==> src/rtl/bip_pkg.sv <==
// Shared types and constants for the BIP fetch path.
//   AB_W   : default program-counter address width
//   OPW    : opcode width (opcode = instr[IW-1 -: OPW])
//   HLT_OP : opcode of the HLT instruction
//   state_t: fetch sequencer state
//   tag_t  : one in-flight fetch marker {valid, addr}
package bip_pkg;
  localparam int unsigned AB_W = 11;
  localparam int unsigned OPW  = 5;
  localparam logic [OPW-1:0] HLT_OP = 5'b00000;

  typedef enum logic [1:0] {
    IDLE,
    RUN,
    HALT
  } state_t;

  typedef struct packed {
    logic            valid;
    logic [AB_W-1:0] addr;
  } tag_t;
endpackage

==> src/rtl/pc_fetch_sequencer_if.sv <==
// Bundle between the control unit / Program Counter / program memory and
// the fetch sequencer.
//   slave  : the sequencer side (drives wr_pc, address_bus, instr_* out, halted, busy)
//   master : the surrounding system side
interface pc_fetch_sequencer_if
  import bip_pkg::*;
#(
  parameter int unsigned AB = AB_W,
  parameter int unsigned IW = 16
);
  logic          start;
  logic          jump_en;
  logic [AB-1:0] jump_addr;
  logic          wr_pc;
  logic [AB-1:0] address_bus;
  logic [IW-1:0] instr_in;
  logic [IW-1:0] instr_out;
  logic [AB-1:0] instr_pc;
  logic          instr_valid;
  logic          instr_ready;
  logic          halted;
  logic          busy;

  modport slave (
    input  start, jump_en, jump_addr, instr_in, instr_ready,
    output wr_pc, address_bus, instr_out, instr_pc, instr_valid, halted, busy
  );

  modport master (
    output start, jump_en, jump_addr, instr_in, instr_ready,
    input  wr_pc, address_bus, instr_out, instr_pc, instr_valid, halted, busy
  );
endinterface

==> src/rtl/fetch_tag_pipe.sv <==
// Two-stage shift register of {valid, addr} tags that follows each issued
// address through the Program Counter and the synchronous memory, so that
// stage2 lines up with the matching instr_in word.
//   clk, rst_n : clock, async active-low reset
//   push       : a fetch is issued this cycle
//   addr       : address of that fetch
//   flush      : drop everything in flight (including this cycle's push)
//   stage2     : tag aligned with instr_in
module fetch_tag_pipe
  import bip_pkg::*;
(
  input  logic            clk,
  input  logic            rst_n,
  input  logic            push,
  input  logic [AB_W-1:0] addr,
  input  logic            flush,
  output tag_t            stage2
);
  tag_t stage1;

  always_ff @(posedge clk or negedge rst_n) begin
    if (!rst_n) begin
      stage1 <= '0;
      stage2 <= '0;
    end else if (flush) begin
      stage1 <= '0;
      stage2 <= '0;
    end else begin
      stage1 <= '{valid: push, addr: addr};
      stage2 <= stage1;
    end
  end
endmodule

==> src/rtl/pc_fetch_sequencer.sv <==
// Fetch sequencer: issues one sequential fetch per RUN cycle to the Program
// Counter, tracks in-flight fetches, presents instructions on a valid/ready
// handshake and handles jumps, back-pressure replay and HLT.
//   clk, rst_n : clock, async active-low reset
//   bus        : start/jump_en/jump_addr/instr_in/instr_ready in;
//                wr_pc/address_bus/instr_out/instr_pc/instr_valid/halted/busy out
module pc_fetch_sequencer
  import bip_pkg::*;
#(
  parameter int unsigned AB  = AB_W,
  parameter int unsigned IW  = 16,
  parameter int unsigned OPW = bip_pkg::OPW
) (
  input  logic                 clk,
  input  logic                 rst_n,
  pc_fetch_sequencer_if.slave  bus
);
  state_t        state;
  state_t        state_nxt;
  logic [AB-1:0] fetch_addr;
  tag_t          s2;
  logic          run;
  logic          start_run;
  logic          load;
  logic          replay;
  logic          hlt_load;
  logic          flush;

  fetch_tag_pipe u_tag_pipe (
    .clk    (clk),
    .rst_n  (rst_n),
    .push   (run),
    .addr   (AB_W'(fetch_addr)),
    .flush  (flush),
    .stage2 (s2)
  );

  always_comb begin
    run       = (state == RUN);
    start_run = bus.start && !run;
    load      = run && s2.valid && (!bus.instr_valid || bus.instr_ready);
    // A returning fetch that cannot be loaded is dropped and refetched later.
    replay    = run && s2.valid && !load;
    hlt_load  = load && (bus.instr_in[IW-1 -: OPW] == OPW'(HLT_OP));
    flush     = start_run || (run && (bus.jump_en || replay || hlt_load));
  end

  // State register
  always_ff @(posedge clk or negedge rst_n) begin
    if (!rst_n) state <= IDLE;
    else        state <= state_nxt;
  end

  // Next state
  always_comb begin
    state_nxt = state;
    case (state)
      IDLE:    if (bus.start) state_nxt = RUN;
      RUN:     if (hlt_load)  state_nxt = HALT;
      HALT:    if (bus.start) state_nxt = RUN;
      default: state_nxt = IDLE;
    endcase
  end

  // FSM outputs
  always_comb begin
    bus.wr_pc       = run;
    bus.busy        = run;
    bus.address_bus = fetch_addr;
  end

  // fetch_addr is frozen on the HLT edge so address_bus keeps showing the
  // last issued address while stopped.
  always_ff @(posedge clk or negedge rst_n) begin
    if (!rst_n) begin
      fetch_addr <= '0;
    end else if (start_run) begin
      fetch_addr <= '0;
    end else if (run && !hlt_load) begin
      if (bus.jump_en)  fetch_addr <= bus.jump_addr;
      else if (replay)  fetch_addr <= AB'(s2.addr);
      else              fetch_addr <= fetch_addr + AB'(1);
    end
  end

  // Output register
  always_ff @(posedge clk or negedge rst_n) begin
    if (!rst_n) begin
      bus.instr_out   <= '0;
      bus.instr_pc    <= '0;
      bus.instr_valid <= 1'b0;
      bus.halted      <= 1'b0;
    end else if (start_run) begin
      bus.instr_out   <= '0;
      bus.instr_pc    <= '0;
      bus.instr_valid <= 1'b0;
      bus.halted      <= 1'b0;
    end else if (load) begin
      bus.instr_out   <= bus.instr_in;
      bus.instr_pc    <= AB'(s2.addr);
      bus.instr_valid <= 1'b1;
      if (hlt_load) bus.halted <= 1'b1;
    end else if (bus.instr_ready) begin
      bus.instr_valid <= 1'b0;
    end
  end
endmodule

==> src/flat_wrapper.sv <==
// flat-port wrapper written by rule: the top's interface ports become plain ports
module pc_fetch_sequencer_flat import bip_pkg::*;
#(
  parameter int unsigned AB  = AB_W,
  parameter int unsigned IW  = 16,
  parameter int unsigned OPW = bip_pkg::OPW
)
  (clk, rst_n, bus_start, bus_jump_en, bus_jump_addr, bus_instr_in, bus_instr_ready, bus_wr_pc, bus_address_bus, bus_instr_out, bus_instr_pc, bus_instr_valid, bus_halted, bus_busy);
  pc_fetch_sequencer_if #(.AB(AB), .IW(IW)) bus_i ();
  input  logic clk;
  input  logic rst_n;
  input wire logic [$bits(bus_i.start)-1:0] bus_start;
  input wire logic [$bits(bus_i.jump_en)-1:0] bus_jump_en;
  input wire logic [$bits(bus_i.jump_addr)-1:0] bus_jump_addr;
  input wire logic [$bits(bus_i.instr_in)-1:0] bus_instr_in;
  input wire logic [$bits(bus_i.instr_ready)-1:0] bus_instr_ready;
  output wire logic [$bits(bus_i.wr_pc)-1:0] bus_wr_pc;
  output wire logic [$bits(bus_i.address_bus)-1:0] bus_address_bus;
  output wire logic [$bits(bus_i.instr_out)-1:0] bus_instr_out;
  output wire logic [$bits(bus_i.instr_pc)-1:0] bus_instr_pc;
  output wire logic [$bits(bus_i.instr_valid)-1:0] bus_instr_valid;
  output wire logic [$bits(bus_i.halted)-1:0] bus_halted;
  output wire logic [$bits(bus_i.busy)-1:0] bus_busy;
  assign bus_i.start = bus_start;
  assign bus_i.jump_en = bus_jump_en;
  assign bus_i.jump_addr = bus_jump_addr;
  assign bus_i.instr_in = bus_instr_in;
  assign bus_i.instr_ready = bus_instr_ready;
  assign bus_wr_pc = bus_i.wr_pc;
  assign bus_address_bus = bus_i.address_bus;
  assign bus_instr_out = bus_i.instr_out;
  assign bus_instr_pc = bus_i.instr_pc;
  assign bus_instr_valid = bus_i.instr_valid;
  assign bus_halted = bus_i.halted;
  assign bus_busy = bus_i.busy;
  pc_fetch_sequencer #(.AB(AB), .IW(IW), .OPW(OPW)) u_core (.clk(clk), .rst_n(rst_n), .bus(bus_i));
endmodule
==> config.mk <==
export PLATFORM = sky130hd
export DESIGN_NAME = pc_fetch_sequencer_flat
export DESIGN_NICKNAME = d
export VERILOG_FILES = /design/src/rtl/bip_pkg.sv /design/src/rtl/pc_fetch_sequencer_if.sv /design/src/rtl/fetch_tag_pipe.sv /design/src/rtl/pc_fetch_sequencer.sv /design/src/flat_wrapper.sv
export SDC_FILE = /design/constraint.sdc
export NUM_CORES = 1
export LEC_CHECK = 0
export CORE_UTILIZATION = 40
export DETAILED_ROUTE_END_ITERATION = 12
export GPL_TIMING_DRIVEN = 0
export PLACE_DENSITY = 0.71
export SYNTH_ARGS = -nofsm -noshare
export SYNTH_HDL_FRONTEND = slang
export SYNTH_SLANG_ARGS = --single-unit
==> constraint.sdc <==
create_clock -name clk -period 5 [get_ports clk]
set_clock_uncertainty 0.2 [all_clocks]
set_input_delay 1 -clock clk [delete_from_list [all_inputs] [get_ports clk]]
set_output_delay 1 -clock clk [all_outputs]
set_load 0.02 [all_outputs]
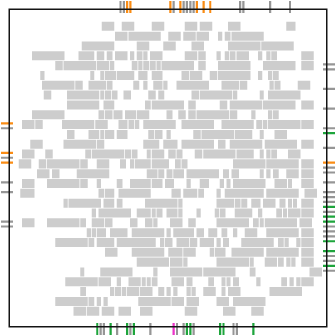
Fig. 1. Ports around the boundary (run 1).
Pins as bars across the die edge, other pins in gray.
`bus_instr_in`: shown in green, pins 16, direction input, edge 9 bottom, 7 right. `bus_start`: shown in magenta, pins 1, direction input, edge bottom. `bus_address_bus`: shown in orange, pins 11, direction output, edge 7 top, 3 left, 1 right.
All pins by edge: 27 right, 20 bottom, 18 top, 9 left.

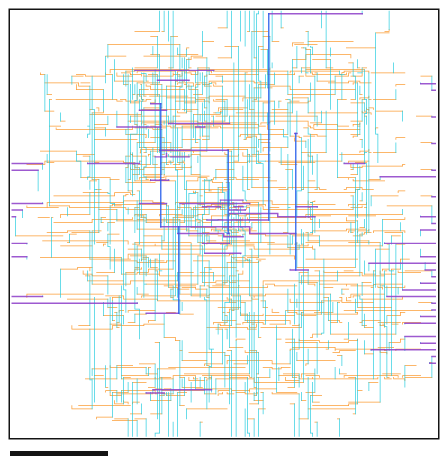
Fig. 2. Metal layers overlaid (run 1).
Bar = 20 microns.
metal 3: shown in purple, wire length 429 microns. metal 4: shown in blue, wire length 130 microns. metal 2: shown in cyan, wire length 3220 microns. metal 1: shown in orange, wire length 3330 microns.

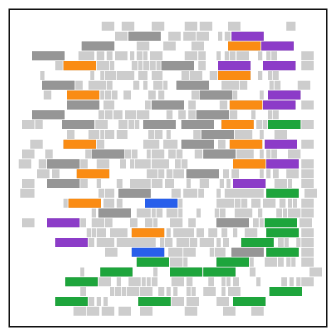
Fig. 3. Sequential cells colored by netlist name (run 1).
Other sequential cells in the stronger gray, the rest of the logic in the fainter gray.
`u_core.u_tag_pipe.stage2`: shown in orange, placed flops 12. `u_core.bus.instr_out`: shown in green, placed flops 16. `u_core.state`: shown in blue, placed flops 2. `u_core.bus.instr_pc`: shown in purple, placed flops 11.
Another 25 sequential cells are not colored.

==> git commit body, run 1 <==
Record implementation results from latest flow run

- The register with the most flip-flops in the layout has 16 of them.
- Footprint of the flip-flops and latches: between 1500 and 2000 sq um
- The number of placed instances, taps included, is 460.
* H-tree level count: 3
* Max Clk Rate: 329.4 MHz
- The highest supply drop recorded on VDD is 0.2043 mV.
* Number of standard cells in the layout, taps in and fillers out: about 480
* Total wirelength of the detailed-routed design: 7.107 mm
- Nonclk buf count: 89
- Total setup buffers inserted after CTS: 0
- Terminus of the critical flop-to-flop path: u_core.u_tag_pipe.stage2[6]
- The final design was reported to hold multi-input combinational gates totalling 202.
- Post-DP HPWL: 4.852 mm
- Per the layout report, the design carries 10 clock buffers.
- Max-slew check failures listed in the final report amount to 0.
- Yosys synthesis chip area: 2923 sq um
- The finished cells cover 3989 sq um.
- Core region area: 6944 sq um
- Of the total synthesized cell area, the portion taken by full adders, half adders and majority gates is 0.4281%.
- Number of fillers in the final layout: 614
- Worst setup path class: flip-flop to primary output
* Netlist Area Pre-Place: 2923 sq um
* Number of instances on the worst hold path: 1
- Clock transition at the registers of the reported paths: 0.08 ns
- Nets at Floorplan: 325
- Post-route period utilization is reported as about three fifths.
* Dominant cell type by area after synthesis: dfrtp_1
- Top area contributor share: 56.51%
- FP Core Util: 42.09%
- End-of-flow core utilization: 57.44%
* Power density over the cells: 654.4 nW/um^2
- Final count of hold timing violations: 0
- Multi-input gates account for 28.23% of the area.
* Worst setup slack before clock tree synthesis: 1.986 ns
- The slew check shows that the tightest pin keeps a relative margin of 45.02%.
- Placement row count: 30
- Synth Area in Simple Gates: 24.19%
- TritonCTS built the clock tree.
- The final weighted congestion recorded by global placement is 0.8384.
- Worst min path class: flip-flop to flip-flop
- Post-Synth AOI/OAI Area: 13.61%
- Dominant kind of combinational cell: simple AND/OR/NAND/NOR gates
- Summed over all failing endpoints, the final setup total negative slack is 0 ns.
- Final-layout non-clock buffer area share: between 20% and 30%
* Synthesis warning total: 0
- Data arrival time of the critical path: approximately 1.8 ns
- Per the final report, the share of cell area in clock cells is under 10%.
- Reported leakage power: 1.791 nW
- Maximum net fanout on the critical path: 9
- The number of cells reported by Yosys stat comes to 292.
- Per the timing report, the most critical flop-to-flop path originates at u_core.bus.instr_valid.
- Dividing the detail-routed via count by the number of cells gives 5.242.
* Distinct cells, synth: around 45
* Flop2flop setup slack: 3.13 ns
- XOR-XNOR Cells, Area Fraction: 0.2997%
- Status: finished, final reports clean
- From synthesis to final layout, the design area changed by 36.47%.
* Die outline area: between 7000 and 8000 sq um
* Worst hold margin: 0.2646 ns
* CTS hold repair buffers: 0
- Terminating pin of the worst hold path: u_core.u_tag_pipe.stage2[4]
- Max-cap violations: 0
- Wire length of the first global-routing pass: around 12 mm
- Setup repair after global routing missed its margin: no
* Overall die height: 87.48 microns
* Vias in the first global route: 2305
* Tapcell Cnt: around 96
- The post-synth count of flops with an enable pin is 0.
- Looking at the critical path, the single cell with the biggest stage delay is clkdlybuf4s50_1.
* Sequential-to-total area share from yosys stat: approximately 57%
* Logic area: 1126 sq um
* Gate Count Post-Synth: between 200 and 300
- Die extent in x: 87.48 microns
* Number of antenna violations at the first check in global routing: 0
- The pin closest to its max-slew limit shows a slew of 0.8247 ns.
- TritonCTS reports the number of clock sinks as 66.
- The final report lists the setup-violating endpoint count as 0.
- The most common logic cell in the final layout is clkdlybuf4s50_1.
- Largest registers: u_core.bus.instr_out x16, u_core.u_tag_pipe.stage1 x12, u_core.u_tag_pipe.stage2 x12
- Entering global routing, the biggest net connects 67 pins.
* Clock Tree Buf Depth: 2
* Hold Path Origin: u_core.u_tag_pipe.stage1[4]
* Global route overflow: 0
- In the routed design, unresolved DRC markers number 0.
- Number of top-level pins: 74
- OpenROAD emitted warnings numbering 26.
- For this run, the slowest stage of the critical path takes 0.59 ns.
- Clock tree synthesis inserted a total of 9 buffers.
- Among all cell classes, the greatest summed area belongs to sequential cells.
* Average size of a mapped cell: 10.01 sq um
- The placed instances occupy a cell area of 3761 sq um.
- Insertion Delay late pin: 0.34 ns
- Multiplexer cells account for 0% of the synthesized area.
- Register-to-Register Path Depth: 5
- Average routed wire per standard cell: 14.93 microns
* Number of sequential cells in the layout: about 66
* Worst path cell trace: nand2b_1 > buf_6 > inv_4 > buf_4 > clkdlybuf4s50_1
- The library cells used most frequently in the layout, excluding fill and tap cells, are clkdlybuf4s50_1, dfrtp_1, nand2_1, nand3_1, nor2b_1.
- Register containing the most flip-flops in the final layout: u_core.bus.instr_out
- The critical path in the final layout is reported with a setup slack of 1.965 ns.
- Cell at the root of the clock tree: clkbuf_8
- The clock period could shrink to ~3.0 ns.
- Crit. End Element: primary output
- The net count of the finished layout is 408.
- The final route contains roughly 2500 vias.
* Ys flops: 66
* All-layer global routing usage: about a fifth
- Yosys attributes the largest share of cell area to dfrtp_1, nand2_1, nor2b_1.
* Post-DRT Antenna Nets: 0
- The count of buffers added on input and output ports is 72.
- Layout cells sized above 1: 10.79%
* Iter 0 DRT Violations: around 160
* FFs w/ async S/R, synth: 100.0%
- The design draws around 0.0026 W.
- The most used flip-flop cell after synthesis is dfrtp_1.
- The worst setup path is launched from a flip-flop.
* Inverters, non-clock: 7
- Antenna Diode Count: 0
* Detailed-router iteration count before antenna repair: 5
- Crit path DRT: 3.80 ns
* Seq/total area: 41.41%
[run 1: routing by layer]
metal	track usage (%)	share of wire, %	vias to the layer above
met2	30.18	45	94
met5	0	0	-
met4	7.452	1.8	0
met3	4.265	6.0	13
li1	-	-	1184
met1	28.82	47	1204
[run 1: worst max path at each step]
| stage | slack (ns) | to | startpoint |
|---|---|---|---|
| CTS | 1.95 | bus_wr_pc | u_core.state[1] |
| global route | 1.87 | bus_wr_pc | u_core.state[1] |
| floorplan | 2.72 | u_core.bus.address_bus[8] | bus_jump_en |
| finish | 1.96 | bus_wr_pc | u_core.state[1] |
| detailed placement | 1.99 | u_core.u_tag_pipe.stage2[6] | bus_instr_in[11] |
| global placement | 0.51 | u_core.bus.instr_out[10] | rst_n |
[run 1: where the power goes]
group / internal, W / switching, W / leakage (nW)
Sequential: 0.000760 / 0.000165 / 0.843
Combinational: 0.000545 / 0.000633 / 0.835
Clock: 0.000295 / 0.000213 / 0.112
Total: 0.00160 / 0.00101 / 1.79
[run 1: cells in the mapped netlist (2+ instances only)]
| cell type | count |
|---|---|
| nor2b_1 | 21 |
| inv_1 | 5 |
| buf_6 | 4 |
| a21oi_1 | 14 |
| nor3_1 | 7 |
| a211o_1 | 2 |
| dfrtp_1 | 66 |
| nor2_1 | 11 |
| a211oi_1 | 2 |
| buf_4 | 4 |
| a221o_1 | 6 |
| clkbuf_1 | 3 |
| o41ai_1 | 3 |
| or3_1 | 2 |
| nand2b_1 | 3 |
| o31ai_1 | 4 |
| o22ai_1 | 7 |
| nand2_1 | 65 |
| nand4_1 | 2 |
| buf_2 | 6 |
| nand3_1 | 24 |
| o21ai_0 | 8 |
[run 1: worst max-delay path, delay by kind of cell (launching register included)]
kind / cells / cell delay, ns
buffers and inverters: 4 / 0.95
DFF: 1 / 0.39
and+or+nand+nor: 1 / 0.15
--- run 2 (diff from run 1) ---
--- a/config.mk
+++ b/config.mk
@@ -8,7 +8,7 @@
 export CORE_UTILIZATION = 40
 export DETAILED_ROUTE_END_ITERATION = 12
 export GPL_TIMING_DRIVEN = 0
-export PLACE_DENSITY = 0.71
+export PLACE_DENSITY = 0.74
 export SYNTH_ARGS = -nofsm -noshare
 export SYNTH_HDL_FRONTEND = slang
 export SYNTH_SLANG_ARGS = --single-unit
==> constraint.sdc (replaced) <==
create_clock -name clk -period 2.48 [get_ports clk]
set_clock_uncertainty 0.2 [all_clocks]
set_input_delay 0.496 -clock clk [delete_from_list [all_inputs] [get_ports clk]]
set_output_delay 0.496 -clock clk [all_outputs]
set_load 0.02 [all_outputs]
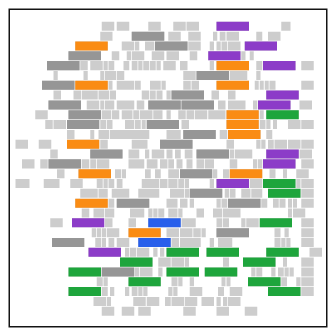
Fig. 4. Sequential cells colored by netlist name (run 2).
Other sequential cells in the stronger gray, the rest of the logic in the fainter gray.
`u_core.state`: shown in blue, placed flops 2. `u_core.bus.instr_out`: shown in green, placed flops 16. `u_core.bus.instr_pc`: shown in purple, placed flops 11. `u_core.u_tag_pipe.stage2`: shown in orange, placed flops 12.
Another 25 sequential cells are not colored.

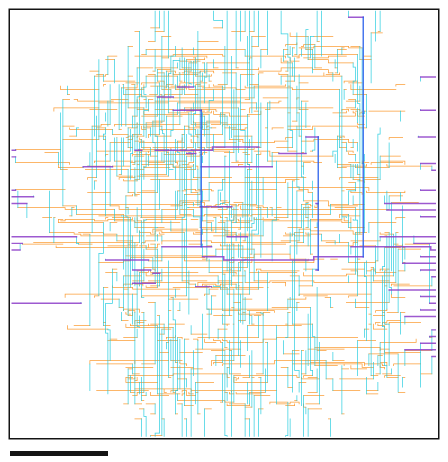
Fig. 5. Metal layers overlaid (run 2).
Bar = 20 microns.
metal 4: shown in blue, wire length 104 microns. metal 2: shown in cyan, wire length 3470 microns. metal 1: shown in orange, wire length 3260 microns. metal 3: shown in purple, wire length 307 microns.

==> run 2 against run 1 <==
Compared with the run above:
- cell area fell by 1.0%
- synthesized area did not move
- count of clock-buffer cells in the layout rose by 3
- global-route usage fell by 0.13 points
- critical path type unchanged
- largest power group unchanged
- highest routed layer unchanged
==> git commit body, run 2 <==
Record implementation results from latest flow run

- The summed instance area of the synthesized netlist is 2923 sq um (unchanged).
- The number of enable-type register cells in the synthesized netlist came to 0 (unchanged).
* Power Total: 0.005124 W (was 0.002610 W)
- The biggest area consumer among synthesized cells is dfrtp_1 (unchanged).
* Antenna Diode Count: 0 (unchanged)
- Minimum clock period: 2.253 ns
- Register containing the most flip-flops in the final layout: u_core.bus.instr_out (unchanged)
- The power group with the highest consumption is combinational logic (unchanged).
- Number of sequential cells in the layout: 66 (unchanged)
- Core region area: 6944 sq um (unchanged)
- Multi-Input Combinational: 202 (unchanged)
- I/O Buffers: 72 (unchanged)
- The global-route wire length before repair is 11.50 mm (was 11.53 mm).
- The sequential cell area share was 41.82% (was 41.41%).
- Static timing analysis puts the maximum clock frequency at 443.8 MHz.
- Number of vias per cell: 5.259 (was 5.242)
* Nonclk buf count: 89 (unchanged)
- Worst min path class: primary input to async pin (was flip-flop to flip-flop)
- The area of combinational cells with multiple inputs came to 1126 sq um (unchanged).
* Post-DP HPWL: 5.008 mm (was 4.852 mm)
- Tapcell Cnt: 96 (unchanged)
- Worst path cell trace: nand2b_1 > buf_6 > inv_4 > buf_4 > dlygate4sd2_1 (was nand2b_1 > buf_6 > inv_4 > buf_4 > clkdlybuf4s50_1)
* Average routed wire per standard cell: 15.04 microns (was 14.93 microns)
* Post-detailed-route DRC marker count: 0 (unchanged)
* Power density over the cells: 1298 nW/um^2 (was 654.4 nW/um^2)
* Max reg flops: 16 (unchanged)
* Final count of hold timing violations: 0 (unchanged)
* Proportion of total power due to net switching: 39.23% (was 38.71%)
- The required time of the critical path came to 1.78 ns (was 3.80 ns).
- Clk cell area share: 4.721% (was 5.709%)
* Transition time at the pin with the least slew margin: 0.8105 ns (was 0.8247 ns)
* Layout cells sized above 1: 9.763% (was 10.79%)
- The power consumed by combinational cells was 0.00238 W (was 0.00118 W).
* Ys flops: 66 (unchanged)
- The top logic cell by instance count in the layout is clkdlybuf4s50_1 (unchanged).
* All-layer global routing usage: 20.04% (was 20.17%)
- The mean instance size in the synthesized netlist came to 10.01 sq um (unchanged).
- The slowest library cell on the worst path is dfrtp_1 (was clkdlybuf4s50_1).
* Largest cells by area after synthesis: dfrtp_1, nand2_1, nor2b_1 (unchanged)
* Vias in the first global route: 2389 (was 2305)
- Highest-count cells in the layout ignoring fill and taps: clkdlybuf4s50_1, dfrtp_1, nand2_1, nand3_1, nor2b_1 (unchanged)
* Total Nets Final: 408 (unchanged)
- Setup violations, final: 0 (unchanged)
* Internal power: 0.003114 W (was 0.001600 W)
* Synthesis warning total: 0 (unchanged)
- Detailed-router iteration count before antenna repair: 4 (was 5)
- Yosys synthesis chip area: 2923 sq um (unchanged)
- Worst slew margin: 45.97% (was 45.02%)
- H-tree level count: 3 (unchanged)
- The clock group total power came to 0.000872 W (was 0.000508 W).
- Comb/total area: 28.52% (was 28.23%)
* Setup repair after global routing missed its margin: no (unchanged)
- Total tool warning count: 26 (unchanged)
* Die outline area: 7653 sq um (unchanged)
- The number of vias in the routed layout is 2498 (was 2495).
- The biggest cell delay along the critical path came to 0.38 ns (was 0.59 ns).
- Maximum net fanout on the critical path: 9 (unchanged)
- The worst hold margin is 0.04795 ns (was 0.2646 ns).
- Most instantiated cells after synthesis: dfrtp_1, nand2_1, nand3_1 (unchanged).
* Growth of design area from synthesis to finish: 35.10% (was 36.47%)
* Total wirelength of the detailed-routed design: 7.145 mm (was 7.107 mm)
* Distinct cells, synth: 45 (unchanged)
* Count of instantiated cells in the yosys netlist: 292 (unchanged)
* TritonCTS clock tree: built (unchanged)
- Nets at Floorplan: 325 (unchanged)
- The leakage power came to 1.769 nW (was 1.791 nW).
* Most used flip-flop cell after synthesis: dfrtp_1 (unchanged)
* Status: finished, final reports clean (unchanged)
- The clock buffer count from CTS came to 9 (unchanged).
- The number of routed nets with antenna violations was 0 (unchanged).
- Top area contributor share: 56.51% (unchanged)
- Worst IR Drop VDD: 0.4811 mV (was 0.2043 mV)
* Inverters, non-clock: 7 (unchanged)
- The share of synthesized area occupied by flip-flops and latches came to 56.51% (unchanged).
- Number of antenna violations at the first check in global routing: 0 (unchanged)
-- run 2: through the flow --
step           setup WS, ns  utilization [%]  setup TNS [ns]
2_1_floorplan        0.6903                -               0
3_3_place_gp         -1.421            54.20          -93.59
6_report             0.2268            56.86               0
3_5_place_dp      -0.006931            54.16       -0.006931
4_1_cts             0.03846            56.83               0
5_1_grt              0.1639            56.86               0
-- run 2: logic make-up (layout without fill, tap and decap cells) --
logic type               count (synthesis)  after routing  share of synthesized area (%)
flip-flops                              66             66                          56.51
AND-OR/OR-AND                           55             55                          13.61
buffers and inverters                   24            111                          4.966
XOR/XNOR                                 1              1                         0.2997
AND/OR/NAND/NOR                        145            145                          24.19
adder cells (fa/ha/maj)                  1              1                         0.4280
-- run 2: what timing repair did --
item | 4_1_cts | 5_1_grt
gates resized | 1 | 1
setup endpoints to repair | 1 | 1
hold endpoints to repair | 0 | 0
-- run 2: per-layer routing --
metal  global-route usage, %  up-vias  share of wire (%)
met5                       0        -                  0
met4                   7.452        0                1.5
met3                   5.118        8                4.3
met2                   32.17       72                 49
met1                   26.15     1232                 46
li1                        -     1186                  -
-- run 2: worst paths after layout --
check	startpoint	end	slack [ns]	cells after the start
worst max-delay path	u_core.state[1]	bus_wr_pc	0.23	5
worst min-delay path	rst_n	u_core.bus.instr_pc[5]	0.05	1
worst max register to register	u_core.bus.address_bus[0]	u_core.bus.address_bus[8]	0.58	5
worst min register to register	u_core.u_tag_pipe.stage1[1]	u_core.u_tag_pipe.stage2[1]	0.26	1
max in group asynchronous	rst_n	u_core.bus.address_bus[0]	1.49	1
min in group clk	u_core.u_tag_pipe.stage1[1]	u_core.u_tag_pipe.stage2[1]	0.26	1
--- run 3 (diff from run 2) ---
--- a/config.mk
+++ b/config.mk
@@ -5,10 +5,10 @@
 export SDC_FILE = /design/constraint.sdc
 export NUM_CORES = 1
 export LEC_CHECK = 0
-export CORE_UTILIZATION = 40
+export CORE_UTILIZATION = 44
 export DETAILED_ROUTE_END_ITERATION = 12
 export GPL_TIMING_DRIVEN = 0
-export PLACE_DENSITY = 0.74
+export PLACE_DENSITY = 0.8
 export SYNTH_ARGS = -nofsm -noshare
 export SYNTH_HDL_FRONTEND = slang
 export SYNTH_SLANG_ARGS = --single-unit
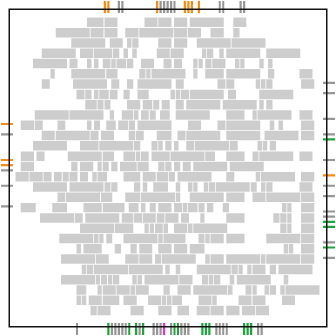
Fig. 6. Ports around the boundary (run 3).
Pins as bars across the die edge, other pins in gray.
`bus_address_bus`: shown in orange, pins 11, direction output, edge 7 top, 3 left, 1 right. `bus_start`: shown in magenta, pins 1, direction input, edge bottom. `bus_instr_in`: shown in green, pins 16, direction input, edge 12 bottom, 4 right.
All pins by edge: 33 bottom, 18 top, 16 right, 7 left.

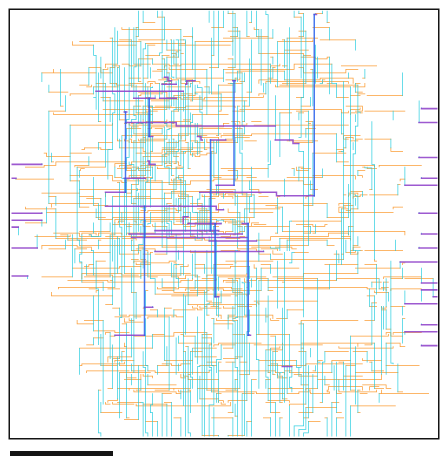
Fig. 7. Metal layers overlaid (run 3).
Bar = 20 microns.
metal 2: shown in cyan, wire length 3390 microns. metal 3: shown in purple, wire length 329 microns. metal 1: shown in orange, wire length 3200 microns. metal 4: shown in blue, wire length 158 microns.

==> run 3 against run 2 <==
Compared with the run above:
- core utilization up 4.5 points
- synthesized cell count stayed put
- largest power group unchanged
- critical endpoint unchanged
- wire length decreased by 0.99%
- highest routed layer unchanged
- fmax is 0.45% higher
- final cell count decreased by 3.8%
- setup slack better by 0.010 ns
==> git commit body, run 3 <==
Record implementation results from latest flow run

- Flop2flop setup slack: 0.59 ns (was 0.58 ns)
- Clk pwr share: 16.3% (was 17.0%)
- The standard-cell row count came to 29 (was 30).
- The number of failing hold endpoints at the final stage is 0 (unchanged).
* Power of the sequential group: 0.00188 W (was 0.00187 W)
* Iter 0 DRT Violations: 130 (was 160)
- Status: finished, final reports clean (unchanged).
* Layout cells sized above 1: 10.26% (was 9.763%)
- FFs w/ async S/R, synth: 100.0% (unchanged)
- Overall die height: 83.50 microns (was 87.48 microns)
* Die outline area: 6972 sq um (was 7653 sq um)
- Core region area: 6386 sq um (was 6944 sq um)
- H-tree level count: 3 (unchanged)
- The leakage power came to 1.776 nW (was 1.769 nW).
- The detailed-placement wirelength estimate was 4.892 mm (was 5.008 mm).
- The vias per cell came to 5.460 (was 5.259).
- Power consumed by combinational cells: 0.00238 W (about the same)
- Crit. Startpoint: u_core.state[1] (unchanged)
- The required time of the critical path was 1.78 ns (about the same).
- Number of top-level pins: 74 (unchanged)
- Post-layout period usage of the worst path: 90.45% (was 90.86%)
* Die extent in x: 83.50 microns (was 87.48 microns)
* Sum of negative setup slack: 0 ns (unchanged)
* Max-cap violations: 0 (unchanged)
- The register bank with the most flops is u_core.bus.instr_out (unchanged).
- The depth of the worst register-to-register path is 5 (unchanged).
- Total Nets Final: 408 (unchanged)
- Number of antenna violations at the first check in global routing: 0 (unchanged)
* Worst min path class: primary input to async pin (unchanged)
- Proportion of total power due to net switching: 39.60% (was 39.23%)
- The floorplan utilization is 45.77% (was 42.09%).
- The clock-pin transition on the worst setup and hold timing paths came to 0.07 ns (about the same).
* Power Total: 0.005081 W (was 0.005124 W)
- The type of destination of the critical path is a primary output (unchanged).
- Cell at the root of the clock tree: clkbuf_8 (unchanged)
- Total wirelength of the detailed-routed design: 7.074 mm (was 7.145 mm)
* CTS hold repair buffers: 0 (unchanged)
- Worst slew margin: 46.39% (was 45.97%)
- The clock period minus final worst setup slack is 2.243 ns (was 2.253 ns).
- Global route overflow: 0 (unchanged)
- The slew at the pin closest to its max-slew limit is 0.8042 ns (was 0.8105 ns).
* Terminus of the critical flop-to-flop path: u_core.bus.address_bus[8] (unchanged)
- Routability Congestion: 0.8399 (was 0.8390)
* Largest power group: combinational logic (unchanged)
- Power density over the cells: 1296 nW/um^2 (was 1298 nW/um^2)
- Synthesis warning total: 0 (unchanged)
- The worst hold margin came to 0.04975 ns (was 0.04795 ns).
- I/O Buffers: 72 (unchanged)
- The share of synthesized area occupied by flip-flops and latches was 56.51% (unchanged).
* Seq pwr share: 36.9% (was 36.5%)
- Most used flip-flop cell after synthesis: dfrtp_1 (unchanged)
- Average size of a mapped cell: 10.01 sq um (unchanged)
* Top area contributor share: 56.51% (unchanged)
- The clock latency on the worst-skew pair is 0.34 ns (was 0.33 ns).
* Maximum net fanout on the critical path: 9 (unchanged)
- Highest-count cells in the layout ignoring fill and taps: clkdlybuf4s50_1, dfrtp_1, nand2_1, nand3_1, nor2b_1 (unchanged).
- The total cells reported by yosys after synthesis is 292 (unchanged).
* Netlist Area Pre-Place: 2923 sq um (unchanged)
- Largest cells by area after synthesis: dfrtp_1, nand2_1, nor2b_1 (unchanged).
- The biggest area consumer among synthesized cells is dfrtp_1 (unchanged).
- Worst setup path endpoint: bus_wr_pc (unchanged)
- Clock buffers created by TritonCTS: 9 (unchanged)
-- run 3: cell counts after synthesis --
No cell type changed its count.
-- run 3: final cells by class --
| class | instances | area [sq um] |
|---|---|---|
| Fill cell | 527 | 2465 |
| Sequential cell | 66 | 1652 |
| Multi-Input combinational cell | 202 | 1126 |
| Timing Repair Buffer | 72 | 719.4 |
| Clock buffer | 14 | 172.7 |
| Buffer | 17 | 116.4 |
| Tap cell | 77 | 96.34 |
| Inverter | 7 | 28.78 |
| Clock inverter | 2 | 10.01 |
-- run 3: stage by stage --
stage | worst slack (ns) | instance area, sq um
floorplan | 0.6903 | 2923
global placement | -1.399 | 3740
detailed placement | 0.02112 | 3737
CTS | 0.02955 | 3919
global route | 0.1635 | 3921
finish | 0.2368 | 3921
-- run 3: cell families (layout without fill, tap and decap cells) --
logic type | Yosys count | in the layout | share of synthesized area, %
xor+xnor | 1 | 1 | 0.2997
simple gates | 145 | 145 | 24.19
buf+inv | 24 | 112 | 4.966
fa+ha+maj | 1 | 1 | 0.4280
compound gates | 55 | 55 | 13.61
flops | 66 | 66 | 56.51
-- run 3: worst max-delay path, stage by stage, from the launching register on --
cell and delay (ns):
dfrtp_1 0.38, nand2b_1 0.16, buf_6 0.14, inv_4 0.10, buf_4 0.11, dlygate4sd2_1 0.31
-- run 3: timing repair --
item / in CTS / in global routing
setup endpoints to repair: 1 / 1
resized: 1 / 1
pin swaps: 0 / 0
buffers inserted: 0 / 0
-- run 3: metal layers --
layer	global-route usage [%]	vias up	routed length [microns]	share of wire, %
li1	-	1192	-	-
met1	28.59	1205	3196	45
met2	33.53	80	3391	48
met3	5.242	18	328	4.6
met4	9.399	0	157	2.2
met5	0	-	0	0

==> screenshots <==
Clock nets.
picture 1
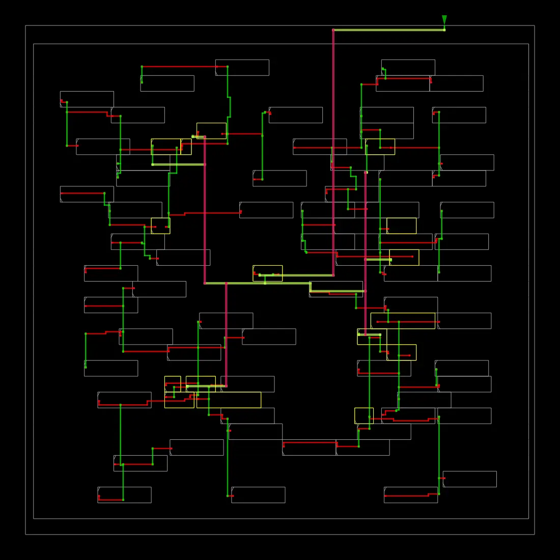
picture 2
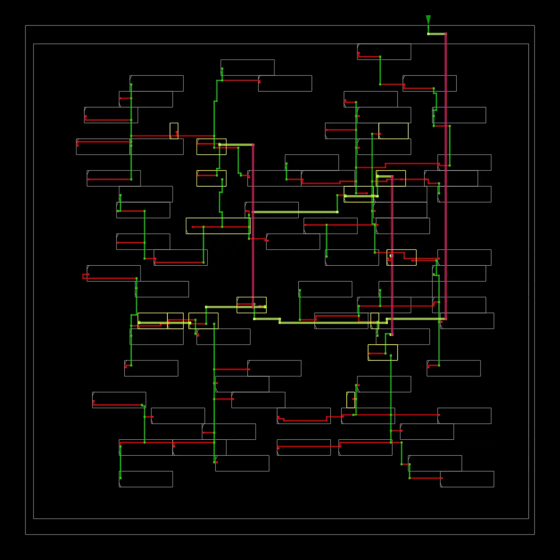
picture 3
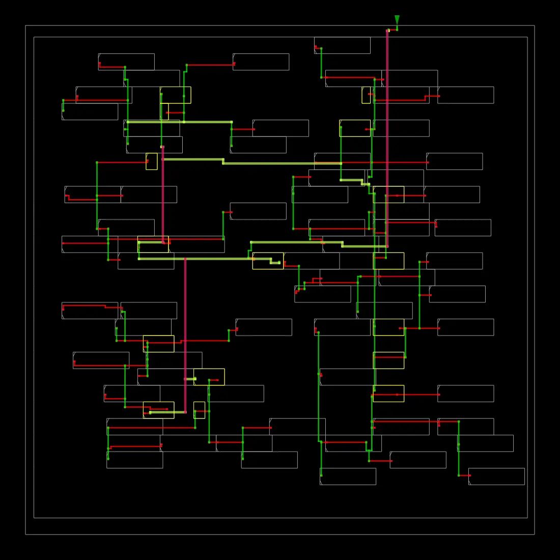
run 3: picture 3
run 2: picture 2
run 1: picture 1

Power and IR drop assume default switching activity.
